File: config.mk
export PLATFORM = sky130hd
export DESIGN_NAME = ahb_master_flat
export DESIGN_NICKNAME = d
export VERILOG_FILES = /design/src/rtl/ahb_pkg.sv /design/src/rtl/ahb_master_if.sv /design/src/rtl/ahb_master.sv /design/src/flat_wrapper.sv
export SDC_FILE = /design/constraint.sdc
export NUM_CORES = 1
export LEC_CHECK = 0
export CORE_MARGIN = 2
export CORE_UTILIZATION = 42
export DETAILED_ROUTE_END_ITERATION = 10
export PLACE_DENSITY = 0.78
export SYNTH_ARGS = -nofsm -noshare
export SYNTH_HDL_FRONTEND = slang
export SYNTH_SLANG_ARGS = --single-unit
File: constraint.sdc
create_clock -name HCLK -period 1.8 [get_ports HCLK]
set_input_delay 0.27 -clock HCLK [delete_from_list [all_inputs] [get_ports HCLK]]
set_output_delay 0.27 -clock HCLK [all_outputs]
set_load 0.05 [all_outputs]
File: src/rtl/ahb_pkg.sv
// Shared AHB-Lite encodings and the master FSM state type.
package ahb_pkg;

  typedef enum logic [1:0] {
    HTRANS_IDLE   = 2'b00,
    HTRANS_BUSY   = 2'b01,
    HTRANS_NONSEQ = 2'b10,
    HTRANS_SEQ    = 2'b11
  } htrans_e;

  localparam logic [1:0] HRESP_OKAY  = 2'b00;
  localparam logic [1:0] HRESP_ERROR = 2'b01;
  localparam logic [1:0] HRESP_RETRY = 2'b10;
  localparam logic [1:0] HRESP_SPLIT = 2'b11;

  localparam logic [2:0] HSIZE_WORD    = 3'b010;
  localparam logic [2:0] HBURST_SINGLE = 3'b000;

  typedef enum logic [1:0] {
    ST_IDLE = 2'b00,
    ST_ADDR = 2'b01,
    ST_DATA = 2'b10
  } ahb_state_e;

endpackage

File: src/rtl/ahb_master_if.sv
// AHB-Lite bus bundle between one master and the interconnect/slave.
interface ahb_master_if #(
  parameter int ADDR_W = 32,
  parameter int DATA_W = 32
);
  // Handshake: an address phase with HTRANS=NONSEQ and a data phase each
  // complete only on a rising edge where HREADY=1; HRESP qualifies the data
  // phase, and ERROR/RETRY/SPLIT may be signalled while HREADY is still low.
  logic [ADDR_W-1:0] HADDR;
  logic [DATA_W-1:0] HWDATA;
  logic              HWRITE;
  logic [2:0]        HSIZE;
  logic [2:0]        HBURST;
  logic [3:0]        HPROT;
  logic [1:0]        HTRANS;
  logic              HREADY;
  logic [1:0]        HRESP;
  logic [DATA_W-1:0] HRDATA;

  modport master (
    output HADDR, HWDATA, HWRITE, HSIZE, HBURST, HPROT, HTRANS,
    input  HREADY, HRESP, HRDATA
  );

  modport slave (
    input  HADDR, HWDATA, HWRITE, HSIZE, HBURST, HPROT, HTRANS,
    output HREADY, HRESP, HRDATA
  );
endinterface

File: src/rtl/ahb_master.sv
// Single-transfer AHB-Lite master: turns one-cycle local read/write pulses
// into NONSEQ/SINGLE word transfers and reports completion, error and read data.
module ahb_master
  import ahb_pkg::*;
#(
  parameter int          ADDR_W   = 32,
  parameter int          DATA_W   = 32,
  parameter logic [3:0]  PROT_VAL = 4'b0011
) (
  input  logic              HCLK,
  input  logic              HRESET,
  ahb_master_if.master      bus,
  input  logic              request_write,
  input  logic              request_read,
  input  logic [DATA_W-1:0] write_data,
  input  logic [ADDR_W-1:0] read_addr,
  input  logic [ADDR_W-1:0] write_addr,
  output logic [DATA_W-1:0] rdata,
  output logic              rdata_valid,
  output logic              done,
  output logic              error,
  output logic              busy,
  output ahb_state_e        state_dbg
);

  ahb_state_e        state_q, state_d;
  logic [ADDR_W-1:0] haddr_q, haddr_d;
  logic              hwrite_q, hwrite_d;
  logic [DATA_W-1:0] hwdata_q, hwdata_d;
  logic [DATA_W-1:0] wdata_q, wdata_d;
  logic [DATA_W-1:0] rdata_q, rdata_d;
  logic              rdata_valid_q, rdata_valid_d;
  logic              done_q, done_d;
  logic              error_q, error_d;

  always_ff @(posedge HCLK) begin
    if (HRESET) begin
      state_q <= ST_IDLE;
    end else begin
      state_q <= state_d;
    end
  end

  always_ff @(posedge HCLK) begin
    if (HRESET) begin
      haddr_q       <= '0;
      hwrite_q      <= 1'b0;
      hwdata_q      <= '0;
      wdata_q       <= '0;
      rdata_q       <= '0;
      rdata_valid_q <= 1'b0;
      done_q        <= 1'b0;
      error_q       <= 1'b0;
    end else begin
      haddr_q       <= haddr_d;
      hwrite_q      <= hwrite_d;
      hwdata_q      <= hwdata_d;
      wdata_q       <= wdata_d;
      rdata_q       <= rdata_d;
      rdata_valid_q <= rdata_valid_d;
      done_q        <= done_d;
      error_q       <= error_d;
    end
  end

  always_comb begin
    state_d       = state_q;
    haddr_d       = haddr_q;
    hwrite_d      = hwrite_q;
    hwdata_d      = hwdata_q;
    wdata_d       = wdata_q;
    rdata_d       = rdata_q;
    rdata_valid_d = 1'b0;
    done_d        = 1'b0;
    error_d       = 1'b0;

    case (state_q)
      ST_IDLE: begin
        // Write has priority; a simultaneous read is simply dropped.
        if (request_write) begin
          haddr_d  = write_addr;
          hwrite_d = 1'b1;
          wdata_d  = write_data;
          state_d  = ST_ADDR;
        end else if (request_read) begin
          haddr_d  = read_addr;
          hwrite_d = 1'b0;
          state_d  = ST_ADDR;
        end
      end

      ST_ADDR: begin
        if (bus.HREADY) begin
          state_d = ST_DATA;
          if (hwrite_q) begin
            hwdata_d = wdata_q;
          end
        end
      end

      ST_DATA: begin
        // ERROR aborts on its first response cycle, even while HREADY is low.
        if (bus.HRESP == HRESP_ERROR) begin
          error_d = 1'b1;
          state_d = ST_IDLE;
        end else if (bus.HREADY) begin
          if (bus.HRESP == HRESP_OKAY) begin
            done_d  = 1'b1;
            state_d = ST_IDLE;
            if (!hwrite_q) begin
              rdata_d       = bus.HRDATA;
              rdata_valid_d = 1'b1;
            end
          end else begin
            // RETRY and SPLIT: address and direction are unchanged, so
            // re-entering ADDR re-issues the identical transfer.
            state_d = ST_ADDR;
          end
        end
      end

      default: begin
        state_d = ST_IDLE;
      end
    endcase
  end

  assign bus.HADDR  = haddr_q;
  assign bus.HWDATA = hwdata_q;
  assign bus.HWRITE = hwrite_q;
  assign bus.HSIZE  = HSIZE_WORD;
  assign bus.HBURST = HBURST_SINGLE;
  assign bus.HPROT  = PROT_VAL;
  assign bus.HTRANS = (state_q == ST_ADDR) ? HTRANS_NONSEQ : HTRANS_IDLE;

  assign rdata       = rdata_q;
  assign rdata_valid = rdata_valid_q;
  assign done        = done_q;
  assign error       = error_q;
  assign busy        = (state_q != ST_IDLE);
  assign state_dbg   = state_q;

endmodule

File: src/flat_wrapper.sv
// flat-port wrapper written by rule: the top's interface ports become plain ports
module ahb_master_flat import ahb_pkg::*;
#(
  parameter int          ADDR_W   = 32,
  parameter int          DATA_W   = 32,
  parameter logic [3:0]  PROT_VAL = 4'b0011
)
  (HCLK, HRESET, request_write, request_read, write_data, read_addr, write_addr, rdata, rdata_valid, done, error, busy, state_dbg, bus_HADDR, bus_HWDATA, bus_HWRITE, bus_HSIZE, bus_HBURST, bus_HPROT, bus_HTRANS, bus_HREADY, bus_HRESP, bus_HRDATA);
  ahb_master_if #(.ADDR_W(ADDR_W), .DATA_W(DATA_W)) bus_i ();
  input  logic HCLK;
  input  logic HRESET;
  input  logic request_write;
  input  logic request_read;
  input  logic [DATA_W-1:0] write_data;
  input  logic [ADDR_W-1:0] read_addr;
  input  logic [ADDR_W-1:0] write_addr;
  output logic [DATA_W-1:0] rdata;
  output logic rdata_valid;
  output logic done;
  output logic error;
  output logic busy;
  output ahb_state_e state_dbg;
  output wire logic [$bits(bus_i.HADDR)-1:0] bus_HADDR;
  output wire logic [$bits(bus_i.HWDATA)-1:0] bus_HWDATA;
  output wire logic [$bits(bus_i.HWRITE)-1:0] bus_HWRITE;
  output wire logic [$bits(bus_i.HSIZE)-1:0] bus_HSIZE;
  output wire logic [$bits(bus_i.HBURST)-1:0] bus_HBURST;
  output wire logic [$bits(bus_i.HPROT)-1:0] bus_HPROT;
  output wire logic [$bits(bus_i.HTRANS)-1:0] bus_HTRANS;
  input wire logic [$bits(bus_i.HREADY)-1:0] bus_HREADY;
  input wire logic [$bits(bus_i.HRESP)-1:0] bus_HRESP;
  input wire logic [$bits(bus_i.HRDATA)-1:0] bus_HRDATA;
  assign bus_HADDR = bus_i.HADDR;
  assign bus_HWDATA = bus_i.HWDATA;
  assign bus_HWRITE = bus_i.HWRITE;
  assign bus_HSIZE = bus_i.HSIZE;
  assign bus_HBURST = bus_i.HBURST;
  assign bus_HPROT = bus_i.HPROT;
  assign bus_HTRANS = bus_i.HTRANS;
  assign bus_i.HREADY = bus_HREADY;
  assign bus_i.HRESP = bus_HRESP;
  assign bus_i.HRDATA = bus_HRDATA;
  ahb_master #(.ADDR_W(ADDR_W), .DATA_W(DATA_W), .PROT_VAL(PROT_VAL)) u_core (.HCLK(HCLK), .HRESET(HRESET), .bus(bus_i), .request_write(request_write), .request_read(request_read), .write_data(write_data), .read_addr(read_addr), .write_addr(write_addr), .rdata(rdata), .rdata_valid(rdata_valid), .done(done), .error(error), .busy(busy), .state_dbg(state_dbg));
endmodule
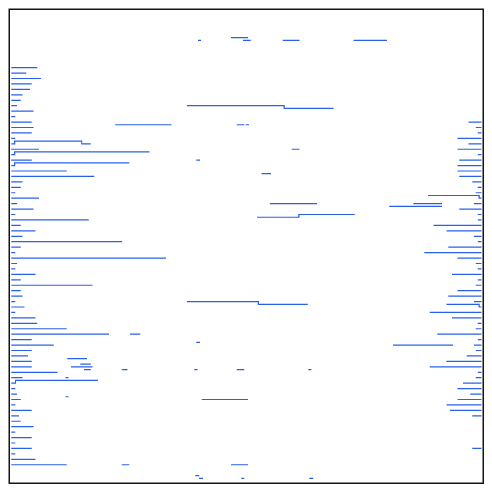
met3.png
(4 px per micron)
- main direction: horizontal
- longest straight run: 38.4 microns
- nets with wire on the layer: 151
- share of all routed wire: 6.5%
- wire length on this layer: 976 microns
grt met3 use: 6.69%
final wirelength: 15000 microns
via count: 4818

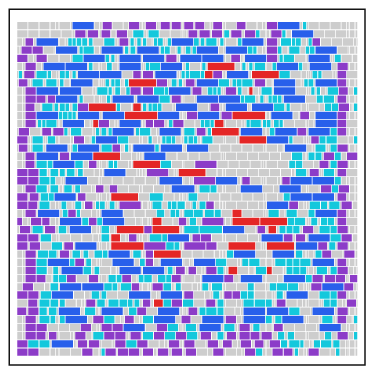
cell_classes.png
(3 px per micron) Fill, decap, tap and diode cells in gray.
- other buffers and delay cells: purple (cells 253; share of their area 29%)
- clock drivers and dummy loads: red (cells 32; share of their area 7.3%)
- flip-flops: blue (cells 134; share of their area 33%)
- all other logic: cyan (cells 390; share of their area 31%)
Seq area share: 31.8%
core footprint: 12700 sq um
Cell Rows: 41
Core Util, Final: 66.7%
Post-Layout Inst Area: 8450 sq um

==> Changelog: implementation <==
## Flow update

- Post-CTS setup buffers: 0
- Worst Setup End Kind: output pin
- Gr ovfl total: 0
- Vias per cell: 4.91
- FP Core Util: 43.2%
- Pwr/cell area: 968 nW/um^2
- Tightest Pin Transition: 612 ps
- Register area: 2690 sq um
- Main logic family: multiplexers
- Worst-path fanout max: 9
- Arr. time, crit path: 1320 ps
- Die area: 14000 sq um
- Synth Seq Share: 49.1%
- P_int: 0.00593 W
- CP Launch Type: flip-flop
- DP HPWL: 10800 microns
- Crit path launch: u_core.state_dbg[1]
- Port bufs: 238
- Avg Inst Size Synth: 9.54 sq um
- RePlAce Congestion: 0.801
- Vertical die size: 118 microns
- Final Setup Violations: 0
- Hold_buf cts: 0
- Leading cell kind: flip-flops and latches
- Post-synth regs: 134
- Fillcell total: 1033
- Clk_lat worst skew: 410 ps
- Status: completed
- Logic inverters: 2
- Nonclk buf count: 253
- # IOs: 250
- Highest routed layer: met4
- EDFF count, synth: 0
- Slew HR: 59.2%
- CP max-delay cell: dfxtp_2
- Xor/xnor share of the synthesized area: 0%
- First-pass GRT wire length: 23800 microns
- Fmax: 628 MHz
- Routed wl met3: 976 microns
- Width of the chip: 118 microns
- Fin crit period: 1590 ps
- Reg2reg setup slack: 340 ps
- Fin Setup TNS: 0 ps
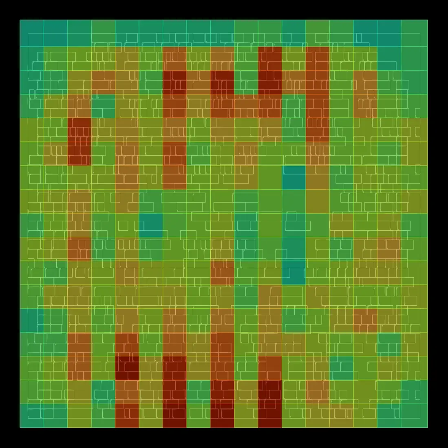
final_congestion.png
GR Layer Usage met1: 23.8%
grt peak-use layer: met2

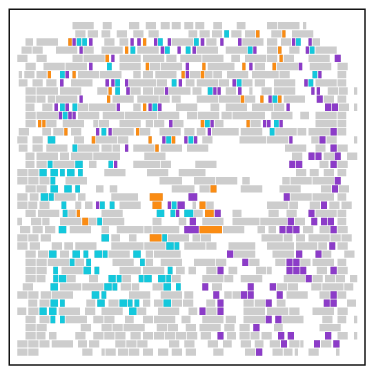
gate_families.png
(3 px per micron)
- NOR gates: orange (cells 41; most used nor2_1)
- NAND gates: purple (cells 136; most used nand2_1; where spread over the die)
- inverting AOI/OAI gates: cyan (cells 101; most used a21oi_1)
Post-Layout Cell Count: 981
Comb area share: 29.8%

## power by group through the flow
stage,combinational (W),sequential (W),clock [W]
2_1_floorplan,0.000566,0.00359,0
3_3_place_gp,0.00147,0.00327,0
3_5_place_dp,0.00151,0.00328,0
4_1_cts,0.00146,0.00321,0.00358
5_1_grt,0.00154,0.00323,0.00372
6_report,0.00145,0.00321,0.00352
## per-stage QoR
stage / worst slack [ps] / instances / power [W] / utilization, %
4_1_cts: 56.3 / 981 / 0.00825 / 66.7
5_1_grt: 143 / 981 / 0.00849 / 66.7
3_5_place_dp: -0.472 / 949 / 0.00478 / 62.7
3_3_place_gp: 71.4 / 949 / 0.00474 / 62.7
2_1_floorplan: 15.8 / 582 / 0.00416 / -
6_report: 208 / 981 / 0.00818 / 66.7
No activity file was given, so power comes from the tool's default toggle rates.
